==> src/rtl/arb_burst_reader_pkg.sv <==
// Shared types for the arbiter burst reader: FSM state encoding and gap timing.
package arb_pkg;

  typedef enum logic [2:0] {
    IDLE,
    REQ,
    GAP,
    HOLD,
    DRAIN
  } arb_rd_state_e;

  // Idle cycles after each grant before req may rise again.
  localparam int ARB_GAP_CYCLES = 1;

endpackage

==> src/rtl/arb_burst_reader_if.sv <==
// Arbiter port bundle: request/grant/read-data handshake between a requester and the arbiter.
interface arb_burst_reader_if #(
  parameter int AN = 23,
  parameter int DN = 16
);
  logic          req;
  logic [AN-1:0] addr;
  logic [DN-1:0] data;
  logic          wr;
  logic          ack;
  logic          valid;
  logic [DN-1:0] mem;

  modport master (output req, addr, data, wr, input ack, valid, mem);
  modport slave  (input req, addr, data, wr, output ack, valid, mem);
endinterface

==> src/rtl/arb_burst_reader_sync_fifo.sv <==
// First-word-fall-through synchronous FIFO; DEPTH must be a power of two.
module sync_fifo #(
  parameter int DATA_W = 16,
  parameter int DEPTH  = 8
) (
  input  logic                   clk,
  input  logic                   n_reset,
  input  logic                   push,
  input  logic [DATA_W-1:0]      din,
  input  logic                   pop,
  output logic [DATA_W-1:0]      dout,
  output logic [$clog2(DEPTH):0] level,
  output logic                   empty,
  output logic                   full
);
  localparam int AW = $clog2(DEPTH);

  logic [DATA_W-1:0] mem [DEPTH];
  logic [AW-1:0]     wr_ptr;
  logic [AW-1:0]     rd_ptr;
  logic              do_push;
  logic              do_pop;

  assign empty   = (level == '0);
  assign full    = (level == (AW+1)'(DEPTH));
  assign do_pop  = pop & ~empty;
  assign do_push = push & (~full | do_pop);
  assign dout    = mem[rd_ptr];

  always_ff @(posedge clk or negedge n_reset) begin
    if (!n_reset) begin
      wr_ptr <= '0;
      rd_ptr <= '0;
      level  <= '0;
    end else begin
      if (do_push) wr_ptr <= wr_ptr + 1'b1;
      if (do_pop)  rd_ptr <= rd_ptr + 1'b1;
      case ({do_push, do_pop})
        2'b10:   level <= level + 1'b1;
        2'b01:   level <= level - 1'b1;
        default: level <= level;
      endcase
    end
  end

  // Storage carries no reset; only pointers and level define contents.
  always_ff @(posedge clk) begin
    if (do_push) mem[wr_ptr] <= din;
  end

endmodule

==> src/rtl/arb_burst_reader.sv <==
// Burst read requester for one arbiter port, buffering returned words in a local FIFO.
// Optional ring addressing when ARB_RD_RING_EN is defined (adds ring_base/ring_words ports).
module arb_burst_reader
  import arb_pkg::*;
#(
  parameter int AN    = 23,
  parameter int DN    = 16,
  parameter int CN    = 16,
  parameter int DEPTH = 8
) (
  input  logic          clkSYS,
  input  logic          n_reset,
  input  logic          start,
  input  logic [AN-1:0] base_addr,
  input  logic [CN-1:0] count,
`ifdef ARB_RD_RING_EN
  input  logic [AN-1:0] ring_base,
  input  logic [AN-1:0] ring_words,
`endif
  output logic          busy,
  output logic          done,
  arb_burst_reader_if.master arb,
  output logic [DN-1:0] out_data,
  output logic          out_valid,
  input  logic          out_ready
);
  localparam int LW = $clog2(DEPTH) + 1;

  arb_rd_state_e state;
  logic [AN-1:0] cur_addr;
  logic [AN-1:0] next_addr;
  logic [AN-1:0] addr_q;
  logic          req_q;
  logic [CN-1:0] cnt_q;
  logic [CN-1:0] issued;
  logic [CN-1:0] received;
  logic [LW-1:0] outstanding;
  logic [LW-1:0] level;
  logic [LW:0]   inflight;
  logic [1:0]    gap_cnt;
  logic          credit;
  logic          push;
  logic          pop;
  logic          take_ack;
  logic          fifo_empty;
  logic          fifo_full;

`ifdef ARB_RD_RING_EN
  logic [AN-1:0] ring_last;
  assign ring_last = ring_base + ring_words - 1'b1;
  assign next_addr = (cur_addr == ring_last) ? ring_base : cur_addr + 1'b1;
`else
  assign next_addr = cur_addr + 1'b1;
`endif

  // Reserve FIFO space for every read in flight so returned data always fits.
  assign inflight = {1'b0, level} + {1'b0, outstanding};
  assign credit   = (inflight < (LW+1)'(DEPTH));
  assign take_ack = arb.ack & (state == REQ);
  assign push     = arb.valid & (state != IDLE) & ~fifo_full;
  assign pop      = out_valid & out_ready;

  assign arb.req   = req_q;
  assign arb.addr  = addr_q;
  assign arb.data  = '0;
  assign arb.wr    = 1'b0;
  assign out_valid = ~fifo_empty;

  always_ff @(posedge clkSYS or negedge n_reset) begin
    if (!n_reset) begin
      state       <= IDLE;
      busy        <= 1'b0;
      done        <= 1'b0;
      req_q       <= 1'b0;
      addr_q      <= '0;
      cur_addr    <= '0;
      cnt_q       <= '0;
      issued      <= '0;
      received    <= '0;
      outstanding <= '0;
      gap_cnt     <= '0;
    end else begin
      done <= 1'b0;
      case ({take_ack, push})
        2'b10:   outstanding <= outstanding + 1'b1;
        2'b01:   outstanding <= outstanding - 1'b1;
        default: outstanding <= outstanding;
      endcase
      if (push) received <= received + 1'b1;

      case (state)
        IDLE: begin
          if (start) begin
            if (count == '0) begin
              done <= 1'b1;
            end else begin
              busy     <= 1'b1;
              cnt_q    <= count;
              cur_addr <= base_addr;
              issued   <= '0;
              received <= '0;
              if (credit) begin
                state  <= REQ;
                req_q  <= 1'b1;
                addr_q <= base_addr;
              end else begin
                state <= HOLD;
              end
            end
          end
        end
        REQ: begin
          if (arb.ack) begin
            req_q    <= 1'b0;
            cur_addr <= next_addr;
            issued   <= issued + 1'b1;
            gap_cnt  <= '0;
            state    <= GAP;
          end
        end
        GAP: begin
          if (gap_cnt == 2'(ARB_GAP_CYCLES - 1)) begin
            if ((issued < cnt_q) && credit) begin
              state  <= REQ;
              req_q  <= 1'b1;
              addr_q <= cur_addr;
            end else begin
              state <= HOLD;
            end
          end else begin
            gap_cnt <= gap_cnt + 1'b1;
          end
        end
        HOLD: begin
          if (issued == cnt_q) begin
            state <= DRAIN;
          end else if (credit) begin
            state  <= REQ;
            req_q  <= 1'b1;
            addr_q <= cur_addr;
          end
        end
        DRAIN: begin
          if (received == cnt_q) begin
            state <= IDLE;
            busy  <= 1'b0;
            done  <= 1'b1;
          end
        end
        default: state <= IDLE;
      endcase
    end
  end

  sync_fifo #(
    .DATA_W(DN),
    .DEPTH (DEPTH)
  ) u_fifo (
    .clk    (clkSYS),
    .n_reset(n_reset),
    .push   (push),
    .din    (arb.mem),
    .pop    (pop),
    .dout   (out_data),
    .level  (level),
    .empty  (fifo_empty),
    .full   (fifo_full)
  );

endmodule

==> src/flat_wrapper.sv <==
// flat-port wrapper written by rule: the top's interface ports become plain ports
module arb_burst_reader_flat import arb_pkg::*;
#(
  parameter int AN    = 23,
  parameter int DN    = 16,
  parameter int CN    = 16,
  parameter int DEPTH = 8
)
  (clkSYS, n_reset, start, base_addr, count, busy, done, out_data, out_valid, out_ready, arb_req, arb_addr, arb_data, arb_wr, arb_ack, arb_valid, arb_mem);
  arb_burst_reader_if #(.AN(AN), .DN(DN)) arb_i ();
  input  logic clkSYS;
  input  logic n_reset;
  input  logic start;
  input  logic [AN-1:0] base_addr;
  input  logic [CN-1:0] count;
  output logic busy;
  output logic done;
  output logic [DN-1:0] out_data;
  output logic out_valid;
  input  logic out_ready;
  output wire logic [$bits(arb_i.req)-1:0] arb_req;
  output wire logic [$bits(arb_i.addr)-1:0] arb_addr;
  output wire logic [$bits(arb_i.data)-1:0] arb_data;
  output wire logic [$bits(arb_i.wr)-1:0] arb_wr;
  input wire logic [$bits(arb_i.ack)-1:0] arb_ack;
  input wire logic [$bits(arb_i.valid)-1:0] arb_valid;
  input wire logic [$bits(arb_i.mem)-1:0] arb_mem;
  assign arb_req = arb_i.req;
  assign arb_addr = arb_i.addr;
  assign arb_data = arb_i.data;
  assign arb_wr = arb_i.wr;
  assign arb_i.ack = arb_ack;
  assign arb_i.valid = arb_valid;
  assign arb_i.mem = arb_mem;
  arb_burst_reader #(.AN(AN), .DN(DN), .CN(CN), .DEPTH(DEPTH)) u_core (.clkSYS(clkSYS), .n_reset(n_reset), .start(start), .base_addr(base_addr), .count(count), .busy(busy), .done(done), .arb(arb_i), .out_data(out_data), .out_valid(out_valid), .out_ready(out_ready));
endmodule
==> config.mk <==
export PLATFORM = sky130hd
export DESIGN_NAME = arb_burst_reader_flat
export DESIGN_NICKNAME = d
export VERILOG_FILES = /design/src/rtl/arb_burst_reader_pkg.sv /design/src/rtl/arb_burst_reader_if.sv /design/src/rtl/arb_burst_reader_sync_fifo.sv /design/src/rtl/arb_burst_reader.sv /design/src/flat_wrapper.sv
export SDC_FILE = /design/constraint.sdc
export NUM_CORES = 1
export LEC_CHECK = 0
export CAP_MARGIN = 20
export CORE_MARGIN = 5
export CORE_UTILIZATION = 40
export DETAILED_ROUTE_END_ITERATION = 8
export HOLD_SLACK_MARGIN = 0.05
export PLACE_DENSITY = 0.59
export SLEW_MARGIN = 20
export SYNTH_ARGS = -nofsm -noshare
export SYNTH_HDL_FRONTEND = slang
export SYNTH_HIERARCHICAL = 1
export SYNTH_SLANG_ARGS = --single-unit
==> constraint.sdc <==
create_clock -name clkSYS -period 9.2 [get_ports clkSYS]
set_clock_uncertainty 0.15 [all_clocks]
set_input_delay 0.92 -clock clkSYS [delete_from_list [all_inputs] [get_ports clkSYS]]
set_output_delay 0.92 -clock clkSYS [all_outputs]
set_load 0.03 [all_outputs]
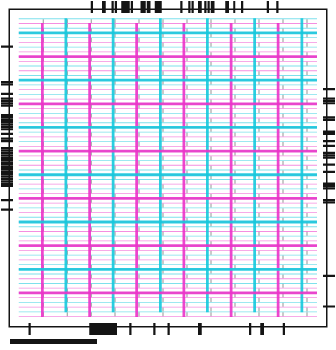
**Above:** run 1 (PDN straps and rails).
The bar under the picture is 50 µm long. Pins as bars on the die edge. Tap cells in gray.
| color | net |
|---|---|
| cyan | VDD |
| magenta | VSS |
signal pins: 121
met4 straps: 12
Die W: 182 µm
die height: 182 µm

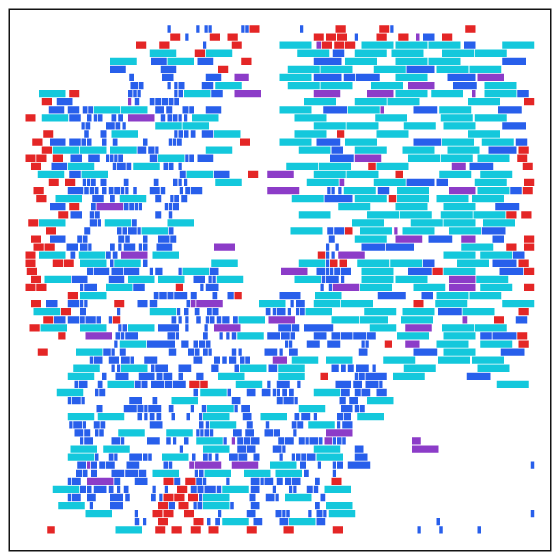
**Above:** run 1 (placed cells, one color a class).
| color | class | cells | share of their area |
|---|---|---|---|
| blue | all other logic | 631 | 35% |
| purple | clock drivers and dummy loads | 48 | 6.4% |
| red | other buffers and delay cells | 118 | 8.4% |
| cyan | flip-flops | 244 | 50% |

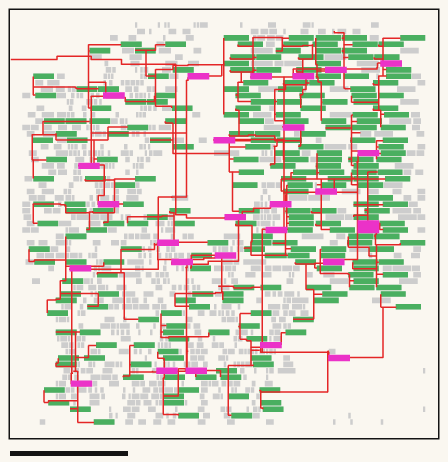
**Above:** run 1 (clock wires, drivers and flops).
The bar under the picture is 50 µm long.
[green] flip-flops | count: 244
[red] clock wires | length: 3230 µm
[magenta] cells driving clock nets | count: 27
routed clock nets: 28

==> notes.md, run 1 <==
flow finished, numbers: status complete, no violations, area fraction in compound gates 7.73%, FILL cells 2570, final WL 25400 µm, most instantiated library cell after synthesis edfxtp_1, Clock Latency Late Sink 0.54 ns, P_sw 0.00171 W, n_diodes 0, CP arrival 2.98 ns, vias in the first global route 7446, Seq. cell area 6750 µm², Synth Area in XOR/XNOR 3.71%, CTS tree yes, tool warnings 26, worst min path class primary input to async pin, Dominant Register Cell edfxtp_1, CTS Sinks 244, Worst VDD drop 0.000208 V, post-cts resize count 0, Bufs and invs on worst path 2, Pwr top combinational cells, Worst Setup EP out_data[11], WS Path Type flip-flop to output port, GP Congestion 0.798
--- run 2 (diff from run 1) ---
- PLACE_DENSITY: 0.59 -> 0.61
- clock period: 9.2 -> 3.4 ns (I/O delays scaled with it)
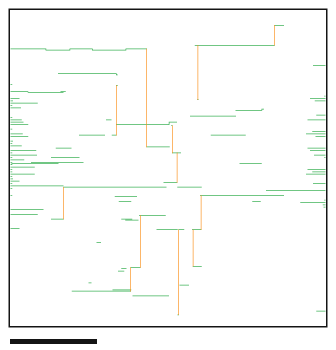
**Above:** run 2 (metal layers overlaid).
The bar under the picture is 50 µm long. Two of the layers only.
| color | layer | wire length |
|---|---|---|
| green | met3 | 1130 µm |
| orange | met4 | 312 µm |

==> run 2 against run 1 <==
  * Sequential cell count unchanged
  * Total power increased to 2.8 times the previous value
  * Non-clock buffer count is 11 higher
  * Cell area grew 1.2%
  * Worst hold slack lost 0.061 ns
  * Die size unchanged
  * Sequential share of layout area fell by 0.58 points
  * Count of clock-buffer cells in the layout down 13
  * Highest routed layer unchanged
==> notes.md, run 2 <==
flow finished, numbers: Worst Setup EP out_data[13], Synth Area in XOR/XNOR 3.71% (unchanged), Clock-cell share 6.49%, Pwr top combinational cells, most instantiated library cell after synthesis edfxtp_1, Seq. cell area 6750 µm² (about the same), CTS tree yes, Yosys top cell by area edfxtp_1, I/O pins 121, CP max stage cell mux4_1, die height 182 µm (unchanged), syn_area_per_cell 12.9 µm², setup_tns 0 ns, FILL cells 2601 (+1.2%), post-cts resize count 0 (unchanged), Dominant Register Cell edfxtp_1, final WL 25100 µm (-0.85%), Die W 182 µm (unchanged), Worst Setup Start Kind flip-flop, flip-flops 244, Seq/Total Area, Yosys 57.1%, Worst VDD drop 0.000534 V (+160%), WS Path Type flip-flop to output port, crit-path cells buf_12, mux4_1, mux2_2, clkdlybuf4s50_1, Gate Area 4650 µm², GP Congestion 0.788 (-1.3%), n_diodes 0 (unchanged), final setup fails 0, Syn Std Cell Area 11800 µm², Clock Latency Late Sink 0.53 ns (about the same), Tcrit/Tclk final 93.8%, Bufs and invs on worst path 2 (unchanged), CP arrival 2.70 ns (-0.28 ns), tool warnings 26 (unchanged), Setup crit end kind output port, DRT iter0 DRCs 453, Max Fclk 314 MHz, slew at the pin closest to its max-slew limit 0.873 ns, comb area leader multiplexers, vias in the first global route 7459 (+0.17%), CTS Sinks 244 (unchanged), status complete, no violations, area fraction in compound gates 7.73% (unchanged), met3 Use GR 2.68%, EDFF count, synth 128, count of non-CTS inverters in the layout 37
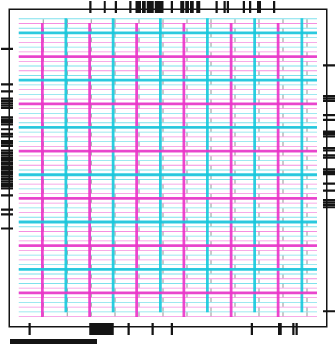
**Above:** run 2 (PDN straps and rails).
The bar under the picture is 50 µm long. Pins as bars on the die edge. Tap cells in gray.
| color | net |
|---|---|
| cyan | VDD |
| magenta | VSS |
met4 straps: 12
tap cells: 390
met1 rails: 64
rows: 63
met5 straps: 12

Power figures rest on the tool's default switching activity, not on a simulated workload.
